--- src/rtl/alu_operand_stage.sv ---
// Issue stage ahead of the execute ALU: register file, per-register pending scoreboard, operand resolution.
// 1-cycle latency; o_in_ready drops on a source hazard or while a held bundle is not consumed.
package alu_operand_stage_pkg;
  typedef enum logic [2:0] {
    ADD_OP = 3'd0,
    SUB_OP = 3'd1,
    AND_OP = 3'd2,
    OR_OP  = 3'd3,
    XOR_OP = 3'd4,
    SLL_OP = 3'd5,
    SRL_OP = 3'd6,
    SRA_OP = 3'd7
  } alu_op_e;
endpackage

module alu_operand_stage
  import alu_operand_stage_pkg::*;
#(
  parameter int DATA_WIDTH = 32,
  parameter int NUM_REGS   = 16,
  parameter int REG_AW     = $clog2(NUM_REGS)
) (
  input  logic                  i_clk,
  input  logic                  i_rst_n,
  input  logic                  i_in_valid,
  output logic                  o_in_ready,
  input  alu_op_e               i_op,
  input  logic [REG_AW-1:0]     i_rs1,
  input  logic [REG_AW-1:0]     i_rs2,
  input  logic [REG_AW-1:0]     i_rd,
  input  logic [DATA_WIDTH-1:0] i_imm,
  input  logic                  i_use_imm,
  output logic                  o_out_valid,
  input  logic                  i_out_ready,
  output logic [DATA_WIDTH-1:0] o_elemA,
  output logic [DATA_WIDTH-1:0] o_elemB,
  output alu_op_e               o_op,
  output logic [REG_AW-1:0]     o_rd,
  input  logic                  i_wb_en,
  input  logic [REG_AW-1:0]     i_wb_rd,
  input  logic [DATA_WIDTH-1:0] i_wb_data
);

  logic [DATA_WIDTH-1:0] rf_q [NUM_REGS];
  logic [NUM_REGS-1:0]   pend_q, pend_d;

  logic                  out_vld_q, out_vld_d;
  logic [DATA_WIDTH-1:0] elem_a_q, elem_a_d;
  logic [DATA_WIDTH-1:0] elem_b_q, elem_b_d;
  alu_op_e               op_q, op_d;
  logic [REG_AW-1:0]     rd_q, rd_d;

  logic                  wb_hit_rs1, wb_hit_rs2;
  logic                  haz_rs1, haz_rs2, hazard, accept;
  logic [DATA_WIDTH-1:0] opnd_a, opnd_b;

  // A writeback in flight this cycle both resolves the hazard and supplies the data.
  assign wb_hit_rs1 = i_wb_en && (i_wb_rd == i_rs1) && (i_rs1 != '0);
  assign wb_hit_rs2 = i_wb_en && (i_wb_rd == i_rs2) && (i_rs2 != '0);

  assign haz_rs1 = pend_q[i_rs1] && !wb_hit_rs1;
  assign haz_rs2 = !i_use_imm && pend_q[i_rs2] && !wb_hit_rs2;
  assign hazard  = haz_rs1 || haz_rs2;

  assign o_in_ready = (!out_vld_q || i_out_ready) && !hazard;
  assign accept     = i_in_valid && o_in_ready;

  assign opnd_a = wb_hit_rs1 ? i_wb_data : rf_q[i_rs1];
  assign opnd_b = i_use_imm  ? i_imm
                : wb_hit_rs2 ? i_wb_data
                : rf_q[i_rs2];

  always_comb begin
    pend_d    = pend_q;
    out_vld_d = out_vld_q;
    elem_a_d  = elem_a_q;
    elem_b_d  = elem_b_q;
    op_d      = op_q;
    rd_d      = rd_q;

    if (i_wb_en) begin
      pend_d[i_wb_rd] = 1'b0;
    end
    // Applied after the clear so a same-cycle issue to the same register keeps it pending.
    if (accept && (i_rd != '0)) begin
      pend_d[i_rd] = 1'b1;
    end
    pend_d[0] = 1'b0;

    if (accept) begin
      out_vld_d = 1'b1;
      elem_a_d  = opnd_a;
      elem_b_d  = opnd_b;
      op_d      = i_op;
      rd_d      = i_rd;
    end else if (i_out_ready) begin
      out_vld_d = 1'b0;
    end
  end

  always_ff @(posedge i_clk or negedge i_rst_n) begin
    if (!i_rst_n) begin
      for (int i = 0; i < NUM_REGS; i++) begin
        rf_q[i] <= '0;
      end
    end else if (i_wb_en && (i_wb_rd != '0)) begin
      rf_q[i_wb_rd] <= i_wb_data;
    end
  end

  always_ff @(posedge i_clk or negedge i_rst_n) begin
    if (!i_rst_n) begin
      pend_q    <= '0;
      out_vld_q <= 1'b0;
      elem_a_q  <= '0;
      elem_b_q  <= '0;
      op_q      <= ADD_OP;
      rd_q      <= '0;
    end else begin
      pend_q    <= pend_d;
      out_vld_q <= out_vld_d;
      elem_a_q  <= elem_a_d;
      elem_b_q  <= elem_b_d;
      op_q      <= op_d;
      rd_q      <= rd_d;
    end
  end

  assign o_out_valid = out_vld_q;
  assign o_elemA     = elem_a_q;
  assign o_elemB     = elem_b_q;
  assign o_op        = op_q;
  assign o_rd        = rd_q;

endmodule
--- config.mk ---
export PLATFORM = sky130hd
export DESIGN_NAME = alu_operand_stage
export DESIGN_NICKNAME = d
export VERILOG_FILES = /design/src/rtl/alu_operand_stage.sv
export SDC_FILE = /design/constraint.sdc
export NUM_CORES = 1
export LEC_CHECK = 0
export CAP_MARGIN = 20
export CORE_MARGIN = 1
export CORE_UTILIZATION = 42
export CTS_CLUSTER_SIZE = 16
export DETAILED_ROUTE_END_ITERATION = 7
export PLACE_DENSITY = 0.67
export SLEW_MARGIN = 20
export SYNTH_ARGS = -nofsm -noshare
export SYNTH_HDL_FRONTEND = slang
export SYNTH_SLANG_ARGS = --single-unit
--- constraint.sdc ---
create_clock -name i_clk -period 4.3 [get_ports i_clk]
set_clock_uncertainty 0.2 [all_clocks]
set_input_delay 1.29 -clock i_clk [delete_from_list [all_inputs] [get_ports i_clk]]
set_output_delay 1.29 -clock i_clk [all_outputs]
set_load 0.05 [all_outputs]
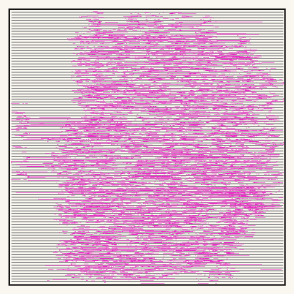
m1.png
Drawn at 1 px/µm. Supply wires on this layer in grey.
2052 nets have wire on it. The longest straight run is 80.5 µm. The layer carries 36.4 mm of wire. The layer holds 43% of the routed length.

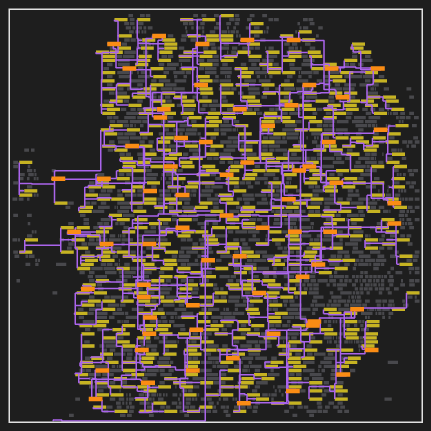
clock_wires.png
Drawn at 1.5 px/µm.
Yellow shows flip-flops, count 599. Orange shows clock-net drivers, count 68. Purple shows clock wires, length 7910 µm.
There are 69 routed clock nets.

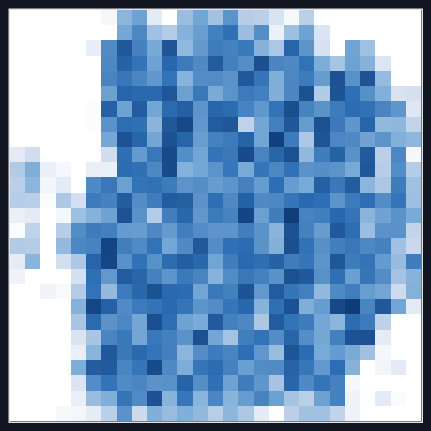
util_map.png
Drawn at 1.5 px/µm. 27 x 27 tiles, from white (low) to dark blue (high), 0 to 100% covered.
The mean over all tiles is 47%. 16% of the tiles are over 75% full. 19% of the tiles are nearly empty.

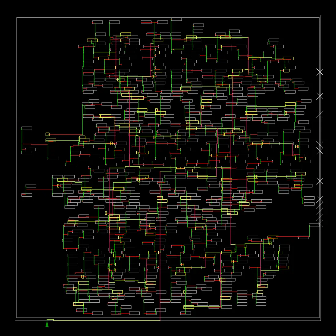
clock_nets.png
clk latency late pin: 0.61 ns
Num CTS Buffers: 68
clock distribution power: 0.00582 W

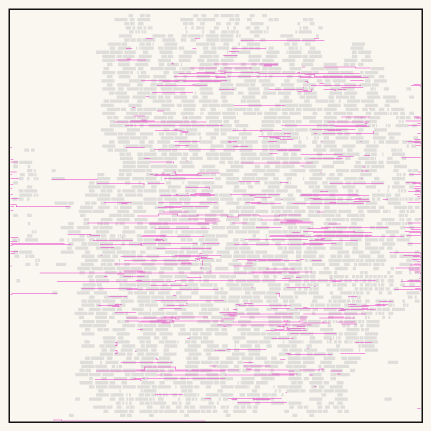
m3.png
Drawn at 1.5 px/µm.
The layer holds 7.9% of the routed length. The longest straight run is 161 µm. The wires run mostly horizontal. 228 nets have wire on it. The layer carries 6730 µm of wire.

path summary, 6_finish.rpt:
check / to / slack (ns) / cells past startpoint / startpoint
max in group asynchronous: rf_q[0] / 2.33 / 2 / i_rst_n
worst min register to register: rf_q[484] / 0.20 / 0 / rf_q[484]
min in group asynchronous: rf_q[126] / 0.45 / 1 / i_rst_n
worst max-delay path: o_in_ready / 0.08 / 7 / i_rs1[2]
worst max register to register: o_elemA[13] / 1.60 / 9 / pend_q[1]
worst min-delay path: rf_q[484] / 0.20 / 0 / rf_q[484]
synthesized netlist by cell type (all sizes together):
library cell    n  area share
dfrtp         599        0.48
mux2          585        0.21
mux4          292        0.21
clkbuf        181       0.022
nand2          78      0.0094
a21oi          65       0.010
a22oi          64       0.015
buf            48       0.012
nor2b          37      0.0074
o31ai          12      0.0029
nor2           10      0.0012
nand2b          9      0.0018
o21ai           9      0.0014
mux2i           6      0.0019
nand3           6      0.0011
xor2            6      0.0017
nand3b          5      0.0012
inv             3     0.00036
o41ai           3      0.0011
or3             3     0.00060
and2            2     0.00040
xnor2           2     0.00056
a211o           1     0.00028
a221o           1     0.00032
a311o           1     0.00032
nor3            1     0.00016
nor3b           1     0.00024
nor4            1     0.00020
o211ai          1     0.00040
o22ai           1     0.00020
o311ai          1     0.00028
o41a            1     0.00036
or3b            1     0.00028
flip-flops by register name, indices dropped and copies added, names as in the netlist:
| register | flops |
|---|---|
| rf_q | 512 |
| o_op | 3 |
| o_elemA | 32 |
| o_elemB | 32 |
| pend_q | 15 |
| o_out_valid | 1 |
| o_rd | 4 |
stage by stage:
| step | worst slack, ns | TNS (ns) | instance area [µm²] |
|---|---|---|---|
| 6_report | 0.08256 | 0 | 36340 |
| 5_1_grt | 0.007566 | 0 | 36340 |
| 4_1_cts | 0.03257 | 0 | 36340 |
| 3_5_place_dp | -0.5594 | -0.5594 | 34090 |
| 3_3_place_gp | -0.5650 | -0.5650 | 34090 |
| 2_1_floorplan | 0.01605 | 0 | 31170 |
cell type report:
| cell class | instances | area share |
|---|---|---|
| clock buffer | 100 | 0.05547 |
| timing repair buffer | 252 | 0.07293 |
| inverter | 3 | 0.0005165 |
| tap | 959 | 0.03302 |
| clock inverter | 22 | 0.006232 |
| multi-input combinational | 1205 | 0.4193 |
| sequential | 599 | 0.4125 |
power breakdown:
group | total, W | leakage [nW] | internal [W] | switching (W)
registers | 0.00804 | 7.40 | 0.00705 | 0.000991
clock network | 0.00582 | 1.11 | 0.00345 | 0.00238
logic | 0.00564 | 6.41 | 0.00298 | 0.00266
layer usage:
layer  vias to the layer above  wire length [µm]  global-route usage
met5                         -                 0                   0
met4                         0              1787             0.06316
met3                       119              6725             0.05184
met2                       716             40520              0.3638
met1                     10440             36400              0.3256
li1                       7975                 -                   -
worst max-delay path: stages:
cell and delay (ns):
buf_2 0.16, mux2i_1 0.13, mux4_2 0.48, a211o_1 0.35, nand2_4 0.13, inv_8 0.04, buf_12 0.13
timing repair:
action	4_1_cts	5_1_grt
endpoints found under the hold margin	0	0
buffers inserted	0	1
pin swaps	7	5
endpoints found under the setup margin	1	1
resized	14	5
==> Changelog: implementation <==
### Implementation results

* DR DRC count at 11
* Slew headroom at 0.4085
* Floorplan Nets at 2125
* Max Clk Rate at 237.1 MHz
* Initial antenna violation count at 1
* Main logic family after synthesis: multiplexers
* Status: finished, violations left
* Wire length of the first global-routing pass at 130500 µm
* Effective utilization at floorplan at 0.4255
* Fa+ha+maj area frac at 0
* YS chip area at 31150 µm²
* Failing checks: DRC
* Tot GR Track Use at 0.2321
* Crit path time final at 4.217 ns
* Distinct cell type count after synthesis at 42
* Layout cells sized above 1 at 0.5053
* Post-route ant nets at 0
* CP Max Fanout at 6
* First drt pass iteration count at 7
* # hold bufs at CTS at 0
Power and IR drop assume default switching activity.
